Design param_sync_updown_cntr, sky130hd; sources not shown.
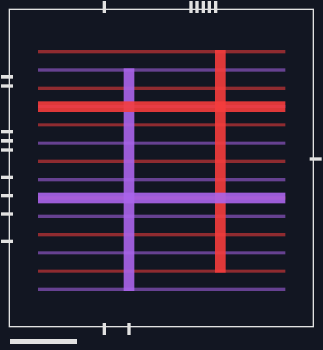
(PDN straps and rails)
Bar = 10 um. Pins as bars on the die edge.
Red is VDD. Purple is VSS.
18 signal pins sit on the boundary. 2 straps on met4.
die width: 45 um
Die H: 47 um
maximum vdd drop: 368 uV

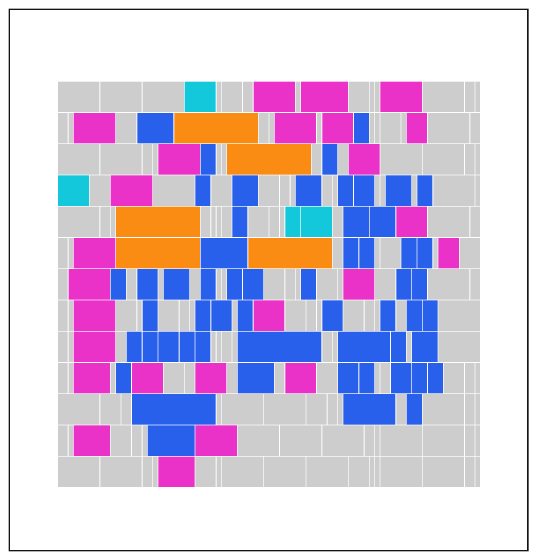
(placement by cell class)
Fill, decap, tap and diode cells in grey.
Magenta is remaining buffers and delay cells, cells 25, share of their area 33%. Blue is combinational and other logic, cells 56, share of their area 48%. Orange is sequential cells, cells 5, share of their area 15%. Cyan is clock drivers and dummy loads, cells 4, share of their area 4.0%.
FP Rows: 13
flop share of the area: 0.148
CORE AREA: 0.00130 mm2

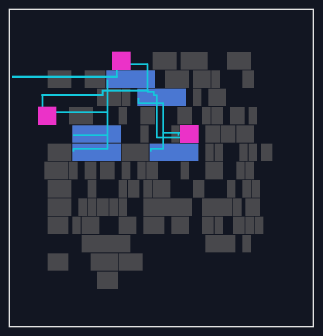
(clock wires, drivers and flops)
Blue is flip-flops, count 5. Magenta is clock drivers, count 3. Cyan is clock wires, length 102 um.
There are 4 routed clock nets. Position of the flops: centre.
clock share of power: 0.336
Post-Route Skew: 2.72 ps
clk pwr: 121 uW
Latency at later pin: 250 ps

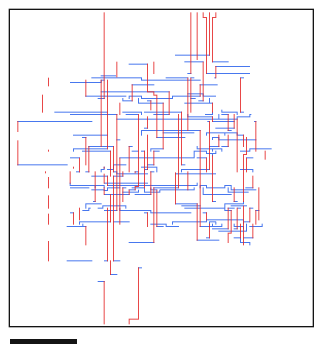
(metal layers overlaid)
Bar = 10 um. Only two layers are drawn.
Blue is metal 1, wire length 502 um. Red is metal 2, wire length 439 um.
DR vias: 473
final WL: 1040 um
Routed WL per cell: 9.86 um

==> results.json <==
{
  "slew_headroom": 0.850,
  "ys_cells": 62,
  "yosys_warnings": 0,
  "placed_cell_area_um2": 662,
  "warning_count": 26,
  "drt_iter0_markers": 5,
  "async_flop_share": 0,
  "postSynthSeqShare": 0.236,
  "finalSetupViolCount": 0,
  "chipArea_mm2": 0.00212,
  "rsz0062_at_grt": "no",
  "vias_per_cell": 4.50,
  "area_leaders": "dfxtp_1 (24%), nand2_1 (20%), ha_1 (5.9%), inv_1 (5.3%), fa_1 (4.7%)",
  "slew_violations": 0,
  "min_path_type": "reg -> reg",
  "clk_pin_slew_worst_paths_ps": 50,
  "fin_crit_sh": 0.979,
  "synth_area_um2": 424,
  "critPathBufInv": 2,
  "syn_nets": 76,
  "start_kind": "flop",
  "port-buffer-count": 17,
  "synthCells": 62,
  "synthToLayoutAreaGrowth_pct": 59.3,
  "r2r_slack_ps": 660,
  "tightest_slew_ps": 225,
  "maxCapViolations": 0,
  "largest_area_cell": "dfxtp_1",
  "cts_buffers": 3,
  "power_density_mw_per_mm2": 535,
  "cts_tree": "done",
  "cp.arrival_ps": 1360,
  "slowest_stage": "clkdlybuf4s50_1",
  "cpPeakStageDelay_ps": 590,
  "ios": 18,
  "cts_sinks": 5,
  "final.min_clock_period_ps": 1960,
  "synth_top_cell_by_count": "nand2_1",
  "hold_viol_final": 0,
  "clock-root-buffer": "clkbuf_4",
  "cp_max_fo": 4,
  "grt_pass1_vias": 407,
  "antenna_found_initial": 0,
  "path_depth": 2,
  "largest_reg_flops": 4,
  "critPathRequiredTime_ps": 1400,
  "post-route-drc-count": 0,
  "grt-ovfl-total": 0,
  "ff_type": "dfxtp_1",
  "p_leak_uw": 0.000339,
  "edf_count": 0,
  "worstHoldPathCells": 2,
  "layout.nets": 105,
  "path_class": "reg -> out",
  "ys.flops": 5,
  "status": "finished clean",
  "clock_path_buffers": 2,
  "tns_ps": 0,
  "dpl.hpwl_um": 854,
  "fp_util": 0.326,
  "gr-usage-all-layers": 0.119,
  "reg2reg_depth": 6,
  "ant_nets": 0,
  "grt_max_degree": 8,
  "avgSynthCellArea_um2": 6.84,
  "gp_congestion": 0.788,
  "end_kind": "output port",
  "yosysUniqueCellTypes": 21,
  "cp_top_family": "buffers and inverters",
  "cts_setup_buffers": 0,
  "diodes": 0,
  "drive_gt1_frac": 0.256,
  "fmax_mhz": 510,
  "synth_top_area_share": 0.236,
  "dr.pass1.iters": 4,
  "top_cells_by_count": "nand2_1 (23), inv_1 (6), dfxtp_1 (5)",
  "htreeDepth": 1,
  "path_cells": "buf_4 -> clkdlybuf4s50_1",
  "yosys_area_um2": 424,
  "final_cell_area_um2": 676,
  "grt_pass1_wl_um": 1810
}
## worst min-delay path, stage by stage (launching register included)
cell and delay, ps:
dfxtp_1 300, nand2_1 80, a21oi_2 50
## through the flow
stage          instances  hold WS [ps]  setup slack [ps]  utilization  total power [uW]
2_1_floorplan         62           547               226            -               184
3_3_place_gp         101           464              -675        0.509               248
3_5_place_dp         101           475              -692        0.509               247
4_1_cts              105           483              26.6        0.519               364
5_1_grt              105           523              1.21        0.519               390
6_report             105           478              41.1        0.519               362
## what timing repair did
action	in CTS	in global routing
pin swaps	1	1
gates resized	13	3
setup endpoints to repair	2	1
hold buffers	0	0
## cells by family (layout without fill, tap and decap cells)
logic type | after synthesis | in the layout | synth area share
flops | 5 | 5 | 0.236
buf+inv | 9 | 37 | 0.0973
simple gates | 37 | 37 | 0.443
fa+ha+maj | 3 | 3 | 0.106
xor+xnor | 1 | 1 | 0.0207
compound gates | 7 | 7 | 0.0973
## per-layer routing
metal  wire [um]  global-route usage
met5           0                   0
met4           0              0.0175
met3          95              0.0575
met2         438               0.161
met1         501               0.174
## final cells by class
class / count / area (um2)
multi-input combinational: 48 / 283
timing repair buffer: 25 / 218
clock buffer: 4 / 26.3
sequential: 5 / 100
inverter: 8 / 30.0
tap: 15 / 18.8
fill: 152 / 626
## power breakdown
part,switching [uW],internal (uW)
registers,6.01,106
clock network,45.6,75.7
logic,63.8,64.0
## placed cells by master, fill, tap and decap left out, types with 2 or more instances in the layout
cell type	n
a31oi_1	2
nor2_1	2
buf_4	8
ha_1	2
dfxtp_1	5
inv_2	2
inv_1	6
clkdlybuf4s50_1	11
a21oi_1	3
nand3_1	4
nand2_2	2
nand2_1	23
dlygate4sd2_1	3
clkbuf_4	3
Power figures rest on the tool's default switching activity, not on a simulated workload.
